[src/rtl/ex_muldiv_unit.sv]
// ex_muldiv_unit: iterative radix-2 multiply / restoring divide with HI/LO registers.
// Define MULDIV_MADD_EN to enable MADD/MADDU/MSUB/MSUBU accumulation into {HI,LO}.
module ex_muldiv_unit #(
   parameter int NB_DATA  = 32,
   parameter int NB_MD_OP = 4
) (
   input  logic                i_clk,
   input  logic                i_reset,
   input  logic                i_start,
   input  logic [NB_MD_OP-1:0] i_op,
   input  logic [NB_DATA-1:0]  i_bus_a,
   input  logic [NB_DATA-1:0]  i_bus_b,
   input  logic                i_rd_hilo,
   input  logic                i_flush,
   output logic [NB_DATA-1:0]  o_hi,
   output logic [NB_DATA-1:0]  o_lo,
   output logic                o_busy,
   output logic                o_done,
   output logic                o_stall
);
   localparam int NB_CNT = $clog2(NB_DATA);
   localparam logic [NB_MD_OP-1:0] OP_MULT  = NB_MD_OP'(0);
   localparam logic [NB_MD_OP-1:0] OP_MULTU = NB_MD_OP'(1);
   localparam logic [NB_MD_OP-1:0] OP_DIV   = NB_MD_OP'(2);
   localparam logic [NB_MD_OP-1:0] OP_DIVU  = NB_MD_OP'(3);
   localparam logic [NB_MD_OP-1:0] OP_MTHI  = NB_MD_OP'(4);
   localparam logic [NB_MD_OP-1:0] OP_MTLO  = NB_MD_OP'(5);

   typedef enum logic [1:0] {IDLE, CALC, FIX} state_t;
   state_t state, state_next;

   logic [NB_CNT-1:0]    cnt;
   logic [2*NB_DATA-1:0] w, w_next, prod, hilo_fix;
   logic [NB_DATA-1:0]   m, hi, lo, a_abs, b_abs, quo, rem;
   logic [NB_DATA:0]     add_sum, rem_try, rem_diff;
   logic                 is_div, neg_p, neg_r, done, sa, sb;
   logic                 op_div, op_acc, op_sgn, op_go, accept;

`ifdef MULDIV_MADD_EN
   localparam logic [NB_MD_OP-1:0] OP_MADD  = NB_MD_OP'(6);
   localparam logic [NB_MD_OP-1:0] OP_MADDU = NB_MD_OP'(7);
   localparam logic [NB_MD_OP-1:0] OP_MSUB  = NB_MD_OP'(8);
   localparam logic [NB_MD_OP-1:0] OP_MSUBU = NB_MD_OP'(9);
   logic                 is_acc, is_sub;
   logic [2*NB_DATA-1:0] acc;
   assign op_acc = i_op inside {OP_MADD, OP_MADDU, OP_MSUB, OP_MSUBU};
   assign op_sgn = i_op inside {OP_MULT, OP_DIV, OP_MADD, OP_MSUB};
`else
   assign op_acc = 1'b0;
   assign op_sgn = i_op inside {OP_MULT, OP_DIV};
`endif

   assign op_div = i_op inside {OP_DIV, OP_DIVU};
   assign op_go  = op_acc | op_div | (i_op inside {OP_MULT, OP_MULTU});
   assign accept = i_start & ~i_flush & (state == IDLE);
   assign sa     = op_sgn & i_bus_a[NB_DATA-1];
   assign sb     = op_sgn & i_bus_b[NB_DATA-1];
   assign a_abs  = sa ? -i_bus_a : i_bus_a;
   assign b_abs  = sb ? -i_bus_b : i_bus_b;

   // w holds {partial product, multiplier} or {remainder, dividend/quotient}
   assign add_sum  = {1'b0, w[2*NB_DATA-1:NB_DATA]} + (w[0] ? {1'b0, m} : '0);
   assign rem_try  = w[2*NB_DATA-1:NB_DATA-1];
   assign rem_diff = rem_try - {1'b0, m};
   assign w_next   = !is_div ? {add_sum, w[NB_DATA-1:1]} :
                     rem_diff[NB_DATA] ? {rem_try[NB_DATA-1:0], w[NB_DATA-2:0], 1'b0} :
                                         {rem_diff[NB_DATA-1:0], w[NB_DATA-2:0], 1'b1};

   assign prod = neg_p ? -w : w;
   assign quo  = neg_p ? -w[NB_DATA-1:0] : w[NB_DATA-1:0];
   assign rem  = neg_r ? -w[2*NB_DATA-1:NB_DATA] : w[2*NB_DATA-1:NB_DATA];
`ifdef MULDIV_MADD_EN
   assign acc      = is_sub ? {hi, lo} - prod : {hi, lo} + prod;
   assign hilo_fix = is_div ? {rem, quo} : is_acc ? acc : prod;
`else
   assign hilo_fix = is_div ? {rem, quo} : prod;
`endif

   always_comb begin
      state_next = state;
      state_next = state == IDLE ? ((accept && op_go) ? CALC : IDLE) :
                   i_flush       ? IDLE :
                   state == CALC ? ((cnt == '0) ? FIX : CALC) : IDLE;
   end

   always_ff @(posedge i_clk or negedge i_reset) begin
      if (!i_reset) state <= IDLE;
      else          state <= state_next;
   end

   always_ff @(posedge i_clk or negedge i_reset) begin
      if (!i_reset) begin
         hi     <= '0;
         lo     <= '0;
         cnt    <= '0;
         done   <= 1'b0;
         w      <= '0;
         m      <= '0;
         is_div <= 1'b0;
         neg_p  <= 1'b0;
         neg_r  <= 1'b0;
`ifdef MULDIV_MADD_EN
         is_acc <= 1'b0;
         is_sub <= 1'b0;
`endif
      end else begin
         done <= (state == FIX) && !i_flush;
         if (accept && op_go) begin
            w      <= {{NB_DATA{1'b0}}, op_div ? a_abs : b_abs};
            m      <= op_div ? b_abs : a_abs;
            cnt    <= NB_CNT'(NB_DATA - 1);
            is_div <= op_div;
            // a zero divisor keeps the all-ones quotient unsigned
            neg_p  <= (sa ^ sb) & (~op_div | (|i_bus_b));
            neg_r  <= sa;
`ifdef MULDIV_MADD_EN
            is_acc <= op_acc;
            is_sub <= i_op inside {OP_MSUB, OP_MSUBU};
`endif
         end else if (accept && i_op == OP_MTHI) begin
            hi <= i_bus_a;
         end else if (accept && i_op == OP_MTLO) begin
            lo <= i_bus_a;
         end else if (state == CALC) begin
            w   <= w_next;
            cnt <= cnt - 1'b1;
         end else if (state == FIX && !i_flush) begin
            {hi, lo} <= hilo_fix;
         end
      end
   end

   assign o_hi    = hi;
   assign o_lo    = lo;
   assign o_busy  = state != IDLE;
   assign o_done  = done;
   assign o_stall = o_busy & (i_rd_hilo | i_start);
endmodule

[config.mk]
export PLATFORM = sky130hd
export DESIGN_NAME = ex_muldiv_unit
export DESIGN_NICKNAME = d
export VERILOG_FILES = /design/src/rtl/ex_muldiv_unit.sv
export SDC_FILE = /design/constraint.sdc
export NUM_CORES = 1
export LEC_CHECK = 0
export CAP_MARGIN = 5
export CORE_UTILIZATION = 55
export CTS_CLUSTER_DIAMETER = 40
export DETAILED_ROUTE_END_ITERATION = 10
export PLACE_DENSITY = 0.89
export SLEW_MARGIN = 15
export SYNTH_ARGS = -nofsm -noshare
export SYNTH_HDL_FRONTEND = slang
export SYNTH_SLANG_ARGS = --single-unit
[constraint.sdc]
create_clock -name i_clk -period 4.9 [get_ports i_clk]
set_input_delay 0.49 -clock i_clk [delete_from_list [all_inputs] [get_ports i_clk]]
set_output_delay 0.49 -clock i_clk [all_outputs]
set_load 0.02 [all_outputs]
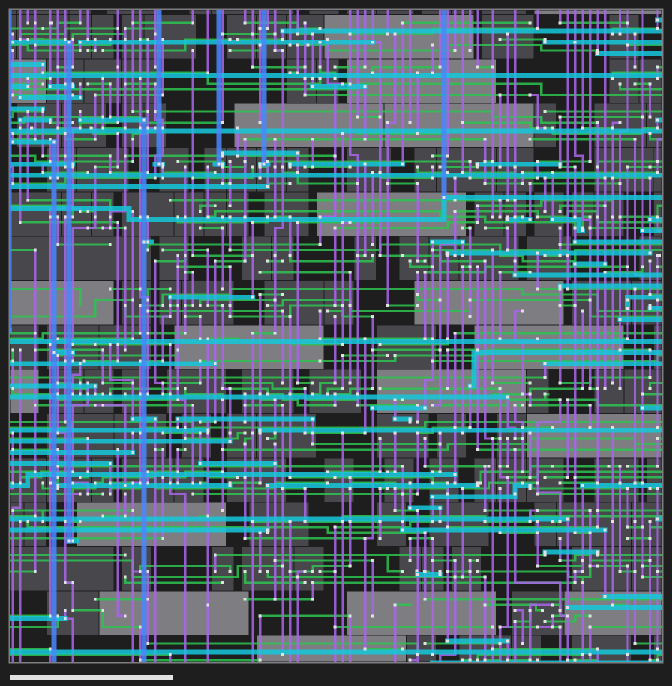
(images/detail.png)
Scale bar: 10 µm. Window x 64 to 104, y 31 to 71 µm. Cells in gray, sequential cells in the stronger gray; small squares are vias.
legend:
  metal 4:
    color: blue
  metal 1:
    color: green
  metal 3:
    color: cyan
  metal 2:
    color: purple
netlist names of flops here include: `w` (12), `m` (3)
most frequent: a21oi_1 (18), nand2_1 (17), dfrtp_1 (16)
cells with their middle in the window: 138
sequential cells in the window: 16

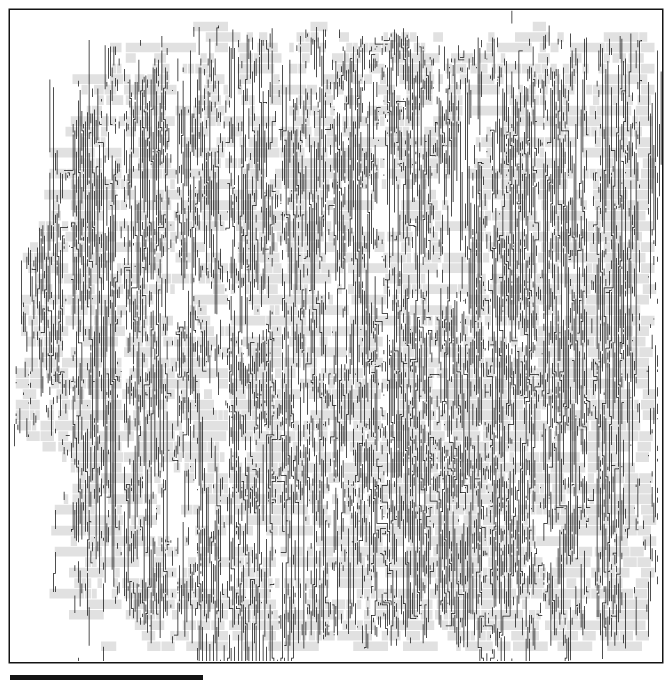
(images/layer_met2.png)
Scale bar: 50 µm.
main direction: vertical
share of all routed wire: 42%
nets with wire on the layer: 1,810
longest straight run: 73.1 µm
met2 usage: 0.597
DRT Wirelength: 57,000 µm
Vias: 16,200

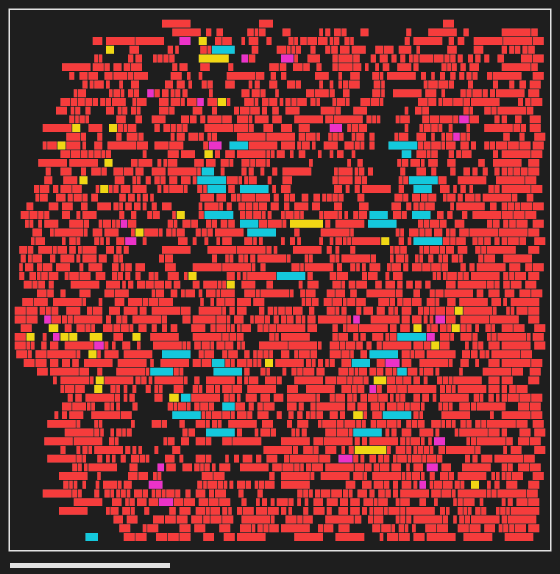
(images/sizes.png)
Scale bar: 50 µm.
legend:
  _0 and _1 cells:
    color: red
    cells: 1,993
    share: 95%
  _6 and larger:
    color: cyan
    cells: 33
    share: 1.6%
  _2 cells:
    color: magenta
    cells: 26
    share: 1.2%
  _3 and _4 cells:
    color: yellow
    cells: 36
    share: 1.7%
bufs w/o clock: 168
Final Cell Area: 17,600 µm²
P&R area growth vs syn: 14.8%
fin worst setup slack: 967 ps

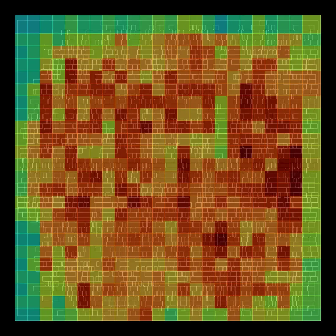
(images/congestion.png)
met3 usage: 0.117
wire length per cell: 23.2 µm

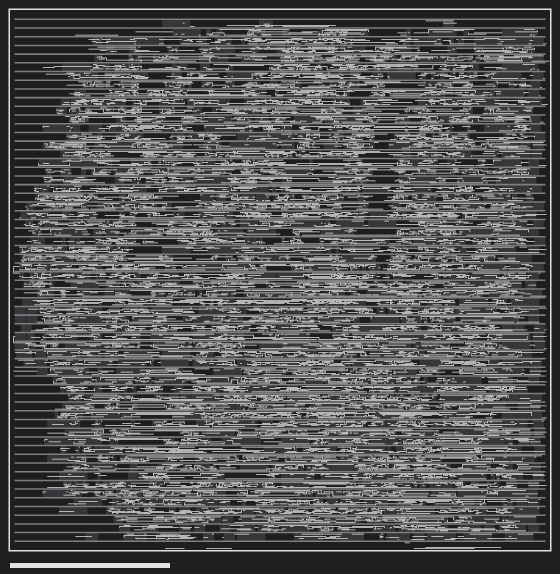
(images/layer_met1.png)
Scale bar: 50 µm. Supply wires on this layer in gray.
longest straight run: 48.8 µm
wire length on this layer: 22.9 mm
M1 GR Usage: 0.536

==> results.cfg <==
; synthesis and place-and-route metrics
[status]
status = completed

[floorplanning]
dieHeight_um = 169

[cells_and_area]
antenna_cells = 0
postLayoutCoreUtil = 0.648
num-fill-cells = 2352
fin_cells = 2460
layout.nets = 2220

[sta]
clock.fmax_ghz = 0.254
clock_skew_ps = 23.5
finalHoldViolations = 0
fin_crit_sh = 0.803
rsz0062_at_grt = false
post-route-min-period_ps = 3930
drv_slew = 0
relSlewSlack = 0.390

[detailed_routing]
drt_first_iter_violations = 2055
drc = 0
drtAntennaViolNets = 0
first_pass_iters = 6

[synth]
yosys_warnings = 0
yosys.area_share.adder = 0.0598
synth_stat.cells = 2013
avgSynthCellArea_um2 = 7.60
synth_area_um2 = 15300
netlist.area_leader.share = 0.280
ys_sh_simple = 0.212
ys_async_sr_fraction = 1.00
synth.most_common_cell = o21ai_0
synth_nets = 2158
synth.logic.top_family = AND-OR/OR-AND gates
yosys-top-cells-count = o21ai_0, a21oi_1, nand2_1
top_area_cell = dfrtp_1
synthTopCellsByArea = dfrtp_1, o21ai_0, a21oi_1
yosys_area_um2 = 15300

[setup_path]
r2r-end = w[47]
setup.worst_path.start_class = flop
critPathMaxFanout = 37
r2r_start = w[31]
reg2reg_slack_ps = 970
crit_path_end_kind = flop
worstPathRequired_ps = 5250
cp_data_arrival_time_ps = 4280

[power]
finalPower_uw = 9660
pwr-share-comb = 0.591
power_density_nw_per_um2 = 550
p_leak_uw = 0.00733
power.internal_uw = 4820

[place]
io_buffers = 139
globalplace.congestion = 1.02
dp_hpwl_um = 42800
dp.cells = 2428

[flow_run]
openroad.warnings = 29
maxCapViolations = 0

[clocking]
cts_root_buf = clkbuf_16
cts_hold_buf = 0
path_clk_slew_ps = 80
h-tree-depth = 4
clkSinkCount = 171
clockBufferDepth = 2

[grt]
antenna_found_initial = 0
grt_pass1_wl_um = 87400
grtUsageTotal = 0.403

[worst_hold_path]
hold_class = in2async
[worst max path at each step]
stage | start | endpoint | slack [ps] | cells after the start
finish | w[31] | w[47] | 970 | 13
global placement | i_bus_b[0] | w[30] | 1040 | 12
CTS | w[31] | w[47] | 1040 | 13
global route | w[31] | w[47] | 750 | 13
detailed placement | i_bus_a[0] | m[24] | 960 | 12
floorplan | w[31] | w[33] | 1660 | 14
[layout by cell type (no fill, tap or decap), drive strengths merged, types with 13 or more instances in the layout]
master / instances
xnor2: 76
o221ai: 32
inv: 80
nand2b: 23
a21o: 26
a21oi: 215
and3: 38
xor2: 91
or3: 26
o211ai: 28
nor2: 180
buf: 31
nand4: 14
nand3: 50
a31oi: 27
and2: 14
o31ai: 25
nand2: 210
mux2i: 55
ha: 70
nor2b: 13
clkdlybuf4s50: 137
o21ai: 226
nor3: 31
nor4: 18
clkbuf: 17
dfrtp: 171
[per-stage QoR]
step	area, µm²	setup slack [ps]
after global placement	17000	1040
after global routing	17600	747
final	17600	967
after floorplan	15300	1660
after detailed placement	17000	964
after CTS	17600	1040
[cell type report]
type,count,area (µm²),share of cell area
Sequential cell,171,4280,0.244
Clock buffer,17,425,0.0242
Clock inverter,15,191,0.0109
Inverter,74,278,0.0158
Tap cell,372,465,0.0265
Multi-Input combinational cell,1643,10300,0.586
Timing Repair Buffer,168,1630,0.0929
[power groups by stage]
stage | logic, µW | clock network [µW] | registers, µW
after floorplan | 3960 | 0 | 2300
after global placement | 5440 | 0 | 2470
after detailed placement | 5540 | 0 | 2490
after CTS | 5580 | 1430 | 2470
after global routing | 6240 | 1480 | 2550
final | 5700 | 1430 | 2530
[routing by layer]
layer  vias up  global-route usage  part of all wire
li1       7399                   -                 -
met1      7619               0.536              0.40
met2      1005               0.597              0.42
met3       185               0.117              0.13
met4         0               0.197             0.051
met5         -                   0                 0
[registers in the layout, summed over array words and instances, names as in the netlist]
signal and cells:
o_lo 32, m 32, neg_r 1, neg_p 1, state 2, o_hi 32, w 64, cnt 5
is_div 1, o_done 1
[logic make-up after synthesis]
group / after synthesis
buffers and inverters: 199
multiplexers: 58
AND/OR/NAND/NOR: 670
adder cells (fa/ha/maj): 72
AND-OR/OR-AND: 676
XOR/XNOR: 167
flip-flops: 171
[critical path, stage by stage, from the launching register on]
cell and delay, ps:
dfrtp_1 480, inv_1 180, ha_1 280, fa_1 400, nand2b_1 210, a21oi_1 240
o21ba_2 230, o211ai_1 130, a21bo_2 280, a221oi_4 540, buf_12 310, nor2b_1 70
a311o_1 310, a22o_1 170
Power and IR drop assume default switching activity.
